<file path="config.mk">
export PLATFORM = sky130hd
export DESIGN_NAME = pwm_capture
export DESIGN_NICKNAME = d
export VERILOG_FILES = /design/src/rtl/pwm_capture.sv
export SDC_FILE = /design/constraint.sdc
export NUM_CORES = 1
export LEC_CHECK = 0
export CAP_MARGIN = 20
export CORE_MARGIN = 3
export CORE_UTILIZATION = 45
export CTS_CLUSTER_DIAMETER = 200
export DETAILED_ROUTE_END_ITERATION = 8
export GPL_ROUTABILITY_DRIVEN = 0
export PLACE_DENSITY = 0.66
export SYNTH_ARGS = -nofsm -noshare
export SYNTH_HDL_FRONTEND = slang
export SYNTH_SLANG_ARGS = --single-unit
</file>
<file path="constraint.sdc">
create_clock -name clk -period 2.25 [get_ports clk]
set_input_delay 0.3375 -clock clk [delete_from_list [all_inputs] [get_ports clk]]
set_output_delay 0.3375 -clock clk [all_outputs]
set_load 0.01 [all_outputs]
</file>
<file path="src/rtl/pwm_capture.sv">
// pwm_capture: measures the high time and rise-to-rise period of an asynchronous
// PWM input in clk cycles, emitting one duty/period pair per complete cycle.
//
// state     | meaning
// WAIT_RISE | idle; waiting for a rising edge to start a measurement
// MEAS_HIGH | counting the high phase since the last rise
// MEAS_LOW  | counting the low phase; next rise closes the period
module pwm_capture #(
  parameter int N = 16
) (
  input  logic         clk,
  input  logic         rst_n,
  input  logic         en,
  input  logic         pwm_in,
  output logic [N-1:0] duty_out,
  output logic [N-1:0] period_out,
  output logic         valid,
  output logic         timeout
);

  typedef enum logic [1:0] {
    WAIT_RISE = 2'd0,
    MEAS_HIGH = 2'd1,
    MEAS_LOW  = 2'd2
  } state_t;

  localparam logic [N-1:0] CNT_MAX = '1;
  localparam logic [N-1:0] CNT_ONE = {{(N-1){1'b0}}, 1'b1};

  state_t       state_q, state_d;
  logic         s1, s2, s3;
  logic [2:0]   fill;
  logic         rise, fall;
  logic [N-1:0] cnt_q, cnt_d, cnt_inc;
  logic [N-1:0] hi_q, hi_d;
  logic [N-1:0] duty_d, period_d;
  logic         valid_d, timeout_d;

  always_ff @(posedge clk or negedge rst_n) begin
    if (!rst_n) begin
      s1   <= 1'b0;
      s2   <= 1'b0;
      s3   <= 1'b0;
      fill <= 3'b000;
    end else begin
      s1   <= pwm_in;
      s2   <= s1;
      s3   <= s2;
      fill <= {fill[1:0], 1'b1};
    end
  end

  // Edges count only once s2 and s3 both hold post-reset samples, so a pulse
  // already high when reset releases is not mistaken for a rise.
  assign rise    = fill[2] & s2 & ~s3;
  assign fall    = fill[2] & ~s2 & s3;
  assign cnt_inc = (cnt_q == CNT_MAX) ? cnt_q : cnt_q + CNT_ONE;

  always_comb begin
    state_d   = state_q;
    cnt_d     = cnt_q;
    hi_d      = hi_q;
    duty_d    = duty_out;
    period_d  = period_out;
    valid_d   = 1'b0;
    timeout_d = timeout;
    if (!en) begin
      state_d = WAIT_RISE;
    end else begin
      case (state_q)
        WAIT_RISE: begin
          if (rise) begin
            state_d = MEAS_HIGH;
            cnt_d   = CNT_ONE;
          end
        end
        MEAS_HIGH: begin
          cnt_d = cnt_inc;
          if (fall) begin
            state_d = MEAS_LOW;
            hi_d    = cnt_q;
          end else if (cnt_q == CNT_MAX) begin
            state_d   = WAIT_RISE;
            timeout_d = 1'b1;
          end
        end
        MEAS_LOW: begin
          cnt_d = cnt_inc;
          if (rise) begin
            state_d   = MEAS_HIGH;
            duty_d    = hi_q;
            period_d  = cnt_q;
            valid_d   = 1'b1;
            timeout_d = 1'b0;
            cnt_d     = CNT_ONE;
          end else if (cnt_q == CNT_MAX) begin
            state_d   = WAIT_RISE;
            timeout_d = 1'b1;
          end
        end
        default: state_d = WAIT_RISE;
      endcase
    end
  end

  always_ff @(posedge clk or negedge rst_n) begin
    if (!rst_n) begin
      state_q    <= WAIT_RISE;
      cnt_q      <= '0;
      hi_q       <= '0;
      duty_out   <= '0;
      period_out <= '0;
      valid      <= 1'b0;
      timeout    <= 1'b0;
    end else begin
      state_q    <= state_d;
      cnt_q      <= cnt_d;
      hi_q       <= hi_d;
      duty_out   <= duty_d;
      period_out <= period_d;
      valid      <= valid_d;
      timeout    <= timeout_d;
    end
  end

endmodule
</file>
==> out/metrics.cfg, run 1 <==
[yosys]
synth_cell_types = 55
yosys_warnings = 0
synth_top_cell_by_count = dfrtp_1
yosysTopAreaCellShare_pct = 55.0
syn_area_per_cell_um2 = 11.2
ys_cells = 301
synth.net_count = 310
synthArstFlopShare_pct = 100
yosys.area.top_type = dfrtp_1
yosys_area_um2 = 3370
numSynthFlops = 74
top_cells_by_count = dfrtp_1, nand2_1, mux2_2, o21ai_0, nand3_1
edf_count = 0
ys_seq_share_pct = 55.0
synth.cell_area_um2 = 3370
netlist_instances = 301
ys.flop_type = dfrtp_1
yosys-top-cells-area = dfrtp_1, mux2_2, nand2_1

[pwr]
comb_power_share_pct = 7.7
clk-power_w = 0.000979
ir_drop_v = 0.000265
p_int_w = 0.00196
p_comb_w = 0.000203
p_seq_w = 0.00144
power_leader = sequential cells
clkPwrFrac_pct = 37.3
power.leakage_nw = 1.87
seq_power_share_pct = 55.0
p_sw_w = 0.000664
switching_share_pct = 25.3
power.density_nw_per_um2 = 650

[critical_path]
path_cells = ha_1 > nand2_1 > a211oi_4 > or4b_1 > a21oi_1
critical_path_class = flop to flop
cp_data_required_time_ns = 2.51
reg2reg_depth = 5
cp-end-kind = flop
startpoint_type = flop
cp_slowest_cell = dfrtp_1
arrival_ns = 2.24
cp-startpoint = cnt_q[0]$_DFFE_PN0P_
r2r-end = cnt_q[10]$_DFFE_PN0P_
max_stage_delay_ns = 0.49
path_max_fanout = 7
crit_end = cnt_q[10]$_DFFE_PN0P_
r2r-start = cnt_q[0]$_DFFE_PN0P_
r2r_slack_ns = 0.27

[sta]
hold_violations = 0
fin_skew_ns = 0.00659
grt_setup_unrepaired = false
period_used_pct = 88.0
fin_setup_tns_ns = 0
tightest_slew_ns = 0.578
setup_viol = 0
slew_viol_final = 0
layout_min_cycle_time_ns = 1.98
finalWorstSetupSlack_ns = 0.271
relSlewSlack_pct = 61.4
timing.fmax_mhz = 505

[placement]
hpwl_mm = 4.78
dp_slack_ns = 0.231
placedInstanceArea_um2 = 3840
portBuffers = 37

[clock_network]
cts_tree = done
cts_max_level = 3
clockBufferDepth = 2
cts_buffers = 9
cts_resized = 0
clock_latency_ns = 0.34
cts.sinks = 74
clk_pin_slew_ns = 0.08
post_cts_buffers = 0
clockRootBuffer = clkbuf_8

[worst_hold_path]
min_to = fill[1]$_DFF_PN0_
whs_path_depth = 0
worstHoldStart = fill[0]$_DFF_PN0_
hp-class = flop to flop

[floorplan]
die_y_um = 92.5
rows = 30
fp.dieArea_um2 = 8560
io_pins = 38
die_x_um = 92.5

[global_routing]
grt_pass1_wl_mm = 11.9
antenna_found_initial = 0
overflow = 0
grt_use_total_pct = 17.5
grt_pass1_vias = 2367
grt_max_degree = 39

[layout]
mostFrequentLayoutCells = dfrtp_1, nand2_1, clkdlybuf4s50_1
layout-drive-gt1-share_pct = 18.7
lay_top_count = dfrtp_1
synthToLayoutAreaGrowth_pct = 19.9
final_area_um2 = 4040
finalNetCount = 353
antennaDiodeCount = 0

[drt]
drt-initial-drc-count = 128
dr.pass1.iters = 4
drtAntennaViolNets = 0
drcViolationCount = 0
post_drt_via_cell_ratio = 5.43

[flow_run]
max-cap-violations = 0
warning_count = 29

[outcome]
status = complete, no violations

-- run 1: per-stage QoR --
| step | hold WS (ns) | power, W | std cells | utilization (%) |
|---|---|---|---|---|
| finish | 0.350 | 0.00263 | 444 | 57.5 |
| CTS | 0.352 | 0.00266 | 444 | 57.5 |
| floorplan | 0.0419 | 0.00158 | 301 | - |
| detailed placement | 0.332 | 0.00167 | 428 | 54.8 |
| global route | 0.366 | 0.00277 | 444 | 57.5 |
| global placement | 0.334 | 0.00167 | 428 | 54.8 |
-- run 1: state kept, by name (all words and copies together) (netlist names) --
register    cells
cnt_q          16
hi_q           16
valid           1
timeout         1
fill            3
s3              1
period_out     16
s2              1
duty_out       16
state_q         2
s1              1
-- run 1: final cells by class --
cell class	count	area [um^2]
flip-flops and latches	74	1850
clock inverters	5	56.3
inverters	7	26.3
repair buffers	46	450
clock buffers	10	128
multi-input cells	206	1410
fillers	640	2980
well taps	96	120
-- run 1: per-layer routing --
layer	track usage (%)	vias up	part of all wire, %
li1	-	1168	-
met1	24.3	1178	48
met2	26.9	58	46
met3	3.90	5	5.2
met4	6.31	0	0.85
met5	0	-	0
-- run 1: critical path: cells and delay by family, from the launching register on --
kind,cells,cell delay (ns)
and+or+nand+nor,2,0.69
DFF,1,0.49
AOI/OAI and AO/OA,2,0.45
adders and majority gates,1,0.28
-- run 1: logic make-up (layout without fill, tap and decap cells) --
logic type,Yosys count,in the layout,synth area share [%]
AOI/OAI and AO/OA,55,55,11.9
adders and majority gates,5,5,1.86
buffers and inverters,21,68,3.27
DFF,74,74,55.0
muxes,34,34,11.1
other,1,1,0.111
and+or+nand+nor,111,111,16.8
-- run 1: what timing repair did --
| item | in CTS | in global routing |
|---|---|---|
| hold buffers | 1 | 0 |
| setup endpoints to repair | 0 | 0 |
| hold endpoints to repair | 37 | 0 |
**Run 1: wiring heat map**

Bar = 20 um. The die is cut into 19 by 19 equal tiles; black is low, pale yellow is high, scaled to the fullest tile. Values are wire area over tile area, all layers added.
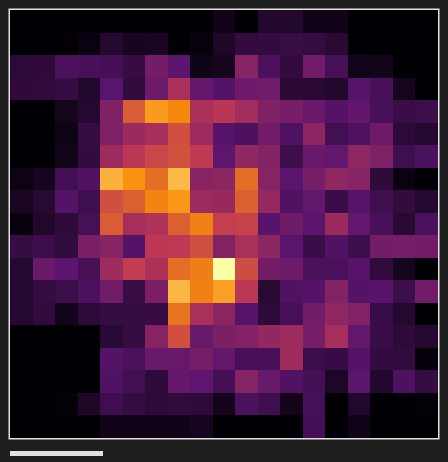
emptiest ninth of the die	lower left
tiles over half the peak	9.7%
densest ninth of the die	centre
mean over tiles	0.13
WL per Instance: 15.3 um
via count: 2409

**Run 1: routing congestion**

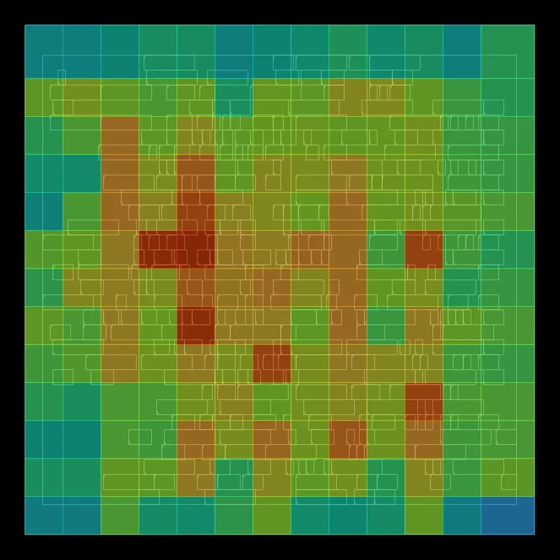
met3 Use GR: 3.90%
Util after Layout: 57.5%
layer with the highest usage: met2
GR Util met1: 24.3%

**Run 1: local utilization**

Bar = 20 um. The die is cut into 9 by 9 equal tiles; black is low, pale yellow is high, 0 to 100% covered.
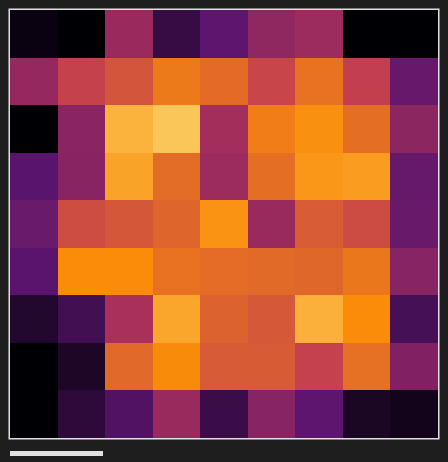
mean over tiles	46%
emptiest ninth of the die	lower left
densest ninth of the die	centre
nearly empty tiles	7.4%
core area: 7020 um^2
fp util: 48.0%

**Run 1: met1 routing**

Bar = 20 um.
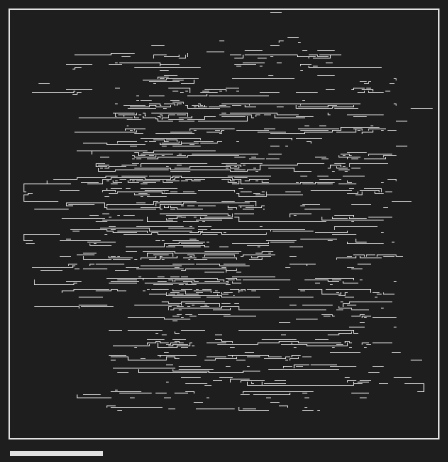
wire length on this layer	3250 um
nets with wire on the layer	309
DRT Wirelength: 6.80 mm

==> run 1 -> run 2 <==
--- a/config.mk
+++ b/config.mk
@@ -5,7 +5,7 @@
 export SDC_FILE = /design/constraint.sdc
 export NUM_CORES = 1
 export LEC_CHECK = 0
-export CAP_MARGIN = 20
+export CAP_MARGIN = 40
 export CORE_MARGIN = 3
 export CORE_UTILIZATION = 45
 export CTS_CLUSTER_DIAMETER = 200
**Run 2: met1 routing**

Bar = 20 um.
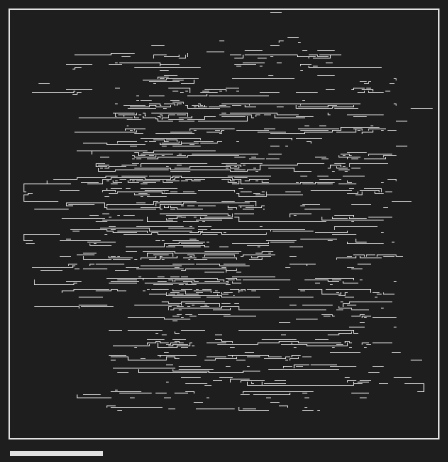
wire length on this layer	3250 um
share of all routed wire	48%
nets with wire on the layer	309
main direction	horizontal
longest straight run	29.9 um

**Run 2: wiring heat map**

Bar = 20 um. The die is cut into 19 by 19 equal tiles; black is low, pale yellow is high, scaled to the fullest tile. Values are wire area over tile area, all layers added.
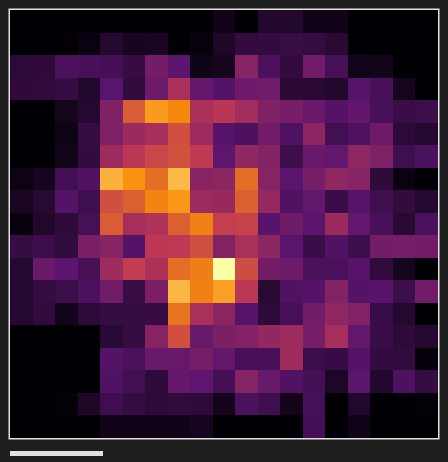
mean over tiles	0.13
densest ninth of the die	centre
nearly empty tiles	18%
tiles over half the peak	9.7%
fullest tile	0.57
Total GRT Usage: 17.5%

==> out/metrics.cfg, run 2 <==
[yosys]
ys.flop_type = dfrtp_1  ; unchanged
yosys_area_um2 = 3370  ; unchanged
synthArstFlopShare_pct = 100  ; unchanged
yosys_warnings = 0  ; unchanged
yosys.area_share.xor_xnor_pct = 0  ; unchanged
synth.net_count = 310  ; unchanged
ys_sh_aoi_pct = 11.8  ; unchanged
ys_top_logic_family = simple AND/OR/NAND/NOR gates  ; unchanged
simple_gate_area_share_pct = 16.8  ; unchanged
numSynthFlops = 74  ; unchanged
synth_top_cell_by_count = dfrtp_1  ; unchanged
yosys.area.top_type = dfrtp_1  ; unchanged
ys_cells = 301  ; unchanged
netlist_instances = 301  ; unchanged
mux_share_pct = 11.1  ; unchanged
yosysTopAreaCellShare_pct = 55.0  ; unchanged

[critical_path]
cp_data_required_time_ns = 2.51  ; about the same
arrival_ns = 2.24  ; about the same
reg2reg_depth = 5  ; unchanged
crit_end = cnt_q[10]$_DFFE_PN0P_  ; unchanged
cp-end-kind = flop  ; unchanged
startpoint_type = flop  ; unchanged
cp-startpoint = cnt_q[0]$_DFFE_PN0P_  ; unchanged
path_max_fanout = 7  ; unchanged

[layout]
lay_top_count = dfrtp_1  ; unchanged
fillCellCount = 640  ; unchanged
fin_util_pct = 57.5  ; unchanged
mostFrequentLayoutCells = dfrtp_1, nand2_1, clkdlybuf4s50_1  ; unchanged
synthToLayoutAreaGrowth_pct = 19.9  ; unchanged
layout-drive-gt1-share_pct = 18.7  ; unchanged

[drt]
drcViolationCount = 0  ; unchanged
dr.pass1.iters = 4  ; unchanged
dr.max_layer_used = met4  ; unchanged
wl_per_cell_um = 15.3  ; unchanged
dr_wl_met3_um = 353  ; unchanged
vias = 2409  ; unchanged
m1WireLength_mm = 3.25  ; unchanged

[pwr]
p_sw_w = 0.000664  ; unchanged
p_int_w = 0.00196  ; unchanged
comb_power_share_pct = 7.7  ; about the same
power_leader = sequential cells  ; unchanged
switching_share_pct = 25.3  ; unchanged
seq_power_share_pct = 55.0  ; about the same
power.leakage_nw = 1.87  ; unchanged
power.density_nw_per_um2 = 650  ; unchanged

[sta]
relSlewSlack_pct = 61.4  ; unchanged
fin_setup_tns_ns = 0  ; unchanged
setup_viol = 0  ; unchanged
period_used_pct = 88.0  ; unchanged
timing.fmax_mhz = 505  ; unchanged
slew_viol_final = 0  ; unchanged
grt_setup_unrepaired = false  ; unchanged
finalWorstSetupSlack_ns = 0.271  ; unchanged
hold_violations = 0  ; unchanged
tightest_slew_ns = 0.578  ; unchanged
layout_min_cycle_time_ns = 1.98  ; unchanged

[global_routing]
met2_usage_pct = 26.9  ; unchanged
grt_pass1_vias = 2367  ; unchanged
gr-max-usage-layer = met2  ; unchanged
grt_pass1_wl_mm = 11.9  ; unchanged
met3_usage_pct = 3.90  ; unchanged
antenna_found_initial = 0  ; unchanged
grt_max_degree = 39  ; unchanged

[clock_network]
clk_pin_slew_ns = 0.08  ; about the same
cts_resized = 0  ; unchanged
cts_tree = done  ; unchanged
cts_buffers = 9  ; unchanged
cts_max_level = 3  ; unchanged
clockBufferDepth = 2  ; unchanged

[outcome]
status = complete, no violations  ; unchanged

[flow_run]
warning_count = 29  ; unchanged

[placement]
dp_slack_ns = 0.231  ; unchanged
portBuffers = 37  ; unchanged

[worst_hold_path]
hp-class = flop to flop  ; unchanged

[floorplan]
core-area_um2 = 7020  ; unchanged
fp.dieArea_um2 = 8560  ; unchanged
die_y_um = 92.5  ; unchanged

## run 2: cell families (layout without fill, tap and decap cells)
logic type	Yosys count	count (layout)
mux	34	34
compound gates	55	55
buf+inv	21	68
simple gates	111	111
fa+ha+maj	5	5
flops	74	74
other cells	1	1
## run 2: through the flow
| step | instance area (um^2) | cells |
|---|---|---|
| floorplan | 3370 | 301 |
| global placement | 3840 | 428 |
| detailed placement | 3840 | 428 |
| CTS | 4040 | 444 |
| global route | 4040 | 444 |
| finish | 4040 | 444 |
## run 2: repair_timing
action                    CTS  global route
buffers inserted            0             0
hold buffers                1             0
hold endpoints to repair   37             0
## run 2: worst min path at each step
stage | cells after the start | start | slack (ns) | endpoint
2_1_floorplan | 0 | rst_n | 0.04 | cnt_q[0]$_DFFE_PN0P_
3_3_place_gp | 0 | fill[1]$_DFF_PN0_ | 0.33 | fill[2]$_DFF_PN0_
3_5_place_dp | 1 | rst_n | 0.33 | period_out[4]$_DFFE_PN0P_
4_1_cts | 0 | s1$_DFF_PN0_ | 0.35 | s2$_DFF_PN0_
5_1_grt | 0 | fill[1]$_DFF_PN0_ | 0.37 | fill[2]$_DFF_PN0_
6_report | 0 | fill[0]$_DFF_PN0_ | 0.35 | fill[1]$_DFF_PN0_
## run 2: worst max-delay path: stages (launching register included)
cell and delay (ns):
dfrtp_1 0.49, ha_1 0.28, nand2_1 0.22, a211oi_4 0.31, or4b_1 0.47, a21oi_1 0.14
## run 2: layout make-up
type	count	area, um^2	area share, %
repair buffers	46	450	11.2
well taps	96	120	2.97
flip-flops and latches	74	1850	45.8
clock buffers	10	128	3.16
inverters	7	26.3	0.651
clock inverters	5	56.3	1.39
multi-input cells	206	1410	34.8
**Run 2: routing congestion**

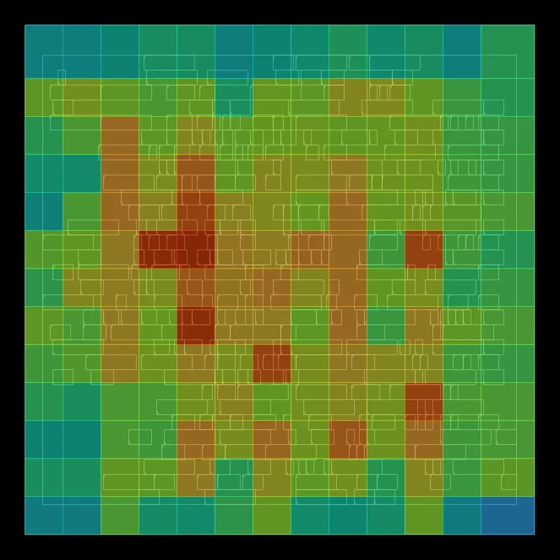

==> run 2 -> run 3 <==
--- a/config.mk
+++ b/config.mk
@@ -5,6 +5,7 @@
 export SDC_FILE = /design/constraint.sdc
 export NUM_CORES = 1
 export LEC_CHECK = 0
+export ABC_AREA = 1
 export CAP_MARGIN = 40
 export CORE_MARGIN = 3
 export CORE_UTILIZATION = 45
==> constraint.sdc (replaced) <==
create_clock -name clk -period 2.25 [get_ports clk]
set_input_delay 0.5625 -clock clk [delete_from_list [all_inputs] [get_ports clk]]
set_output_delay 0.5625 -clock clk [all_outputs]
set_load 0.01 [all_outputs]
**Run 3: routing congestion**

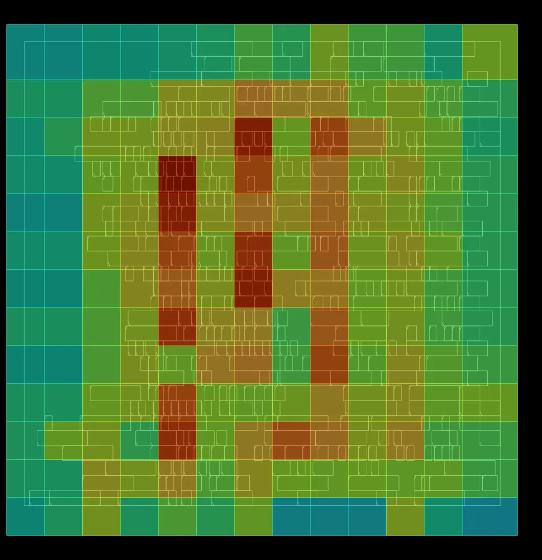
Util after Layout: 55.8%
WL per Instance: 12.6 um
GR Util met1: 24.6%

**Run 3: wiring heat map**

Bar = 20 um. The die is cut into 19 by 19 equal tiles; black is low, pale yellow is high, scaled to the fullest tile. Values are wire area over tile area, all layers added.
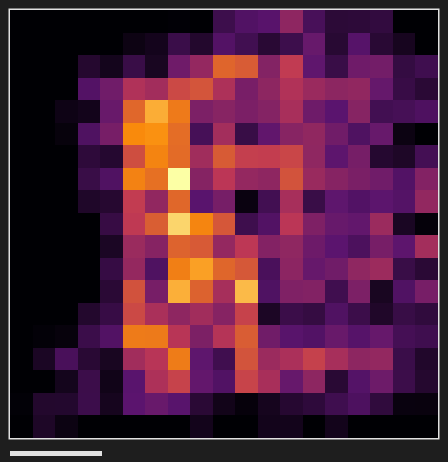
fullest tile	0.51
tiles over half the peak	14%
nearly empty tiles	22%
Total GRT Usage: 17.4%
DRT Wirelength: 6.75 mm
via count: 2598

==> out/metrics.cfg, run 3 <==
[yosys]
synth_cell_types = 30  ; was 55
mux_share_pct = 0  ; was 11.1%
ys_sh_aoi_pct = 8.70  ; was 11.8%
yosys-top-cells-area = dfrtp_1, nand2_1, o21ai_0  ; was dfrtp_1, mux2_2, nand2_1
ys_top_logic_family = simple AND/OR/NAND/NOR gates  ; unchanged
simple_gate_area_share_pct = 27.6  ; was 16.8%
yosys.area_share.xor_xnor_pct = 0  ; unchanged
synth.cell_area_um2 = 3390  ; was 3370 um^2
synthArstFlopShare_pct = 100  ; unchanged
synth-adder-area-share_pct = 1.84  ; was 1.86%
yosysTopAreaCellShare_pct = 54.6  ; was 55.0%
top_cells_by_count = nand2_1, dfrtp_1, o21ai_0, inv_1, nor2_1  ; was dfrtp_1, nand2_1, mux2_2, o21ai_0, nand3_1
ys_seq_share_pct = 54.6  ; was 55.0%
synth_top_cell_by_count = nand2_1  ; was dfrtp_1
netlist_instances = 392  ; was 301
yosys_area_um2 = 3390  ; was 3370 um^2
syn_area_per_cell_um2 = 8.66  ; was 11.2 um^2
ys.flop_type = dfrtp_1  ; unchanged
edf_count = 0  ; unchanged
synth.net_count = 401  ; was 310
yosys.area.top_type = dfrtp_1  ; unchanged
numSynthFlops = 74  ; unchanged
ys_cells = 392  ; was 301
yosys_warnings = 0  ; unchanged

[critical_path]
critical_path_class = flop to flop  ; unchanged
startpoint_type = flop  ; unchanged
path_max_fanout = 48  ; was 7
cp-end-kind = flop  ; unchanged
cp_data_required_time_ns = 2.46  ; was 2.51 ns
arrival_ns = 2.09  ; was 2.24 ns

[global_routing]
gr-max-usage-layer = met2  ; unchanged
met2_usage_pct = 25.3  ; was 26.9%
grt_max_degree = 49  ; was 39
overflow = 0  ; unchanged
grt_pass1_wl_mm = 11.8  ; was 11.9 mm
met3_usage_pct = 5.20  ; was 3.90%
grt_pass1_vias = 2459  ; was 2367
antenna_found_initial = 0  ; unchanged

[drt]
wl_met2_mm = 3.00  ; was 3.13 mm
dr.max_layer_used = met4  ; unchanged
post_drt_via_cell_ratio = 4.84  ; was 5.43
drt-initial-drc-count = 128  ; unchanged
dr_wl_met3_um = 321  ; was 353 um
drtAntennaViolNets = 0  ; unchanged
drcViolationCount = 0  ; unchanged
m1WireLength_mm = 3.29  ; was 3.25 mm
dr.pass1.iters = 4  ; unchanged

[clock_network]
clockRootBuffer = clkbuf_8  ; unchanged
cts_max_level = 3  ; unchanged
clk_pin_slew_ns = 0.08  ; about the same
post_cts_buffers = 0  ; unchanged
clockBufferDepth = 2  ; unchanged
cts_tree = done  ; unchanged
hold_buffers = 0  ; was 1
clock_latency_ns = 0.36  ; was 0.34 ns
cts_buffers = 9  ; unchanged
cts_resized = 0  ; unchanged
cts.sinks = 74  ; unchanged

[layout]
synthToLayoutAreaGrowth_pct = 20.0  ; was 19.9%
final_area_um2 = 4070  ; was 4040 um^2
lay_top_count = nand2_1  ; was dfrtp_1
finalNetCount = 443  ; was 353
mostFrequentLayoutCells = nand2_1, dfrtp_1, o21ai_0  ; was dfrtp_1, nand2_1, clkdlybuf4s50_1
layout-drive-gt1-share_pct = 13.5  ; was 18.7%
antennaDiodeCount = 0  ; unchanged
fin_cells = 537  ; was 444
fillCellCount = 691  ; was 640

[pwr]
power.total_w = 0.00299  ; was 0.00263 W
ir_drop_v = 0.000384  ; was 0.000265 V
power.leakage_nw = 1.97  ; was 1.87 nW
power.density_nw_per_um2 = 734  ; was 650 nW/um^2

[floorplan]
fp.dieArea_um2 = 8620  ; was 8560 um^2
die_x_um = 92.8  ; was 92.5 um
fp-utilization_pct = 46.5  ; was 48.0%
rows = 31  ; was 30
die_y_um = 92.8  ; was 92.5 um
io_pins = 38  ; unchanged
core-area_um2 = 7290  ; was 7020 um^2

[sta]
grt_setup_unrepaired = false  ; unchanged
hold_violations = 0  ; unchanged
finalWorstSetupSlack_ns = 0.366  ; was 0.271 ns
slew_viol_final = 0  ; unchanged
period_used_pct = 83.7  ; was 88.0%
tightest_slew_ns = 0.727  ; was 0.578 ns
setup_viol = 0  ; unchanged
relSlewSlack_pct = 51.5  ; was 61.4%
timing.fmax_mhz = 531  ; was 505 MHz
holdWs_ns = 0.175  ; was 0.350 ns
layout_min_cycle_time_ns = 1.88  ; was 1.98 ns
fin_setup_tns_ns = 0  ; unchanged
fin_skew_ns = 0.0146  ; was 0.00659 ns

[placement]
placedInstanceArea_um2 = 3860  ; was 3840 um^2
dp_slack_ns = 0.135  ; was 0.231 ns
numPlacedInstances = 522  ; was 428
hpwl_mm = 4.88  ; was 4.78 mm
portBuffers = 37  ; unchanged

[flow_run]
max-cap-violations = 0  ; unchanged
warning_count = 29  ; unchanged

[outcome]
status = complete, no violations  ; unchanged

[worst_hold_path]
hp-class = input pin to asynchronous set/reset pin  ; was flop to flop

-- run 3: cell count changes in the layout (fill, tap and decap cells not counted), moves of 9 or more --
| cell | previous run | this run |
|---|---|---|
| inv_1 | 6 | 37 |
| nor2_1 | 6 | 18 |
| mux2_2 | 28 | 0 |
| nand2_1 | 61 | 137 |
| o21ai_0 | 15 | 40 |
| nor2_2 | 0 | 9 |
-- run 3: worst max-delay path: stages, from the launching register on --
cell     delay, ns
dfrtp_1       0.43
inv_1         0.09
ha_1          0.21
inv_1         0.08
nor2_2        0.04
inv_2         0.11
nor2_8        0.04
inv_2         0.53
o21ai_0       0.17
-- run 3: area by class of cell --
class | count | area, um^2 | area share (%)
clock buffer | 9 | 124 | 3.04
clock inverter | 6 | 90.1 | 2.21
inverter | 44 | 166 | 4.09
multi-input combinational | 263 | 1300 | 31.9
sequential | 74 | 1850 | 45.5
tap | 99 | 124 | 3.04
timing repair buffer | 42 | 418 | 10.3
-- run 3: path summary, 6_finish.rpt --
kind / from / end / slack, ns / depth (start not counted)
max: state_q[0]$_DFFE_PN0P_ / period_out[6]$_DFFE_PN0P_ / 0.37 / 8
min: rst_n / period_out[12]$_DFFE_PN0P_ / 0.18 / 1
max reg2reg: state_q[0]$_DFFE_PN0P_ / period_out[6]$_DFFE_PN0P_ / 0.37 / 8
min reg2reg: fill[1]$_DFF_PN0_ / fill[2]$_DFF_PN0_ / 0.35 / 0
max in group asynchronous: rst_n / cnt_q[2]$_DFFE_PN0P_ / 1.51 / 2
min in group clk: fill[1]$_DFF_PN0_ / fill[2]$_DFF_PN0_ / 0.35 / 0
-- run 3: where the power goes --
group	leakage, nW	switching, W	internal (W)
Combinational	0.886	0.000225	0.000129
Sequential	0.974	0.0000778	0.00143
Clock	0.106	0.000504	0.000622
No activity file was given, so power comes from the tool's default toggle rates.
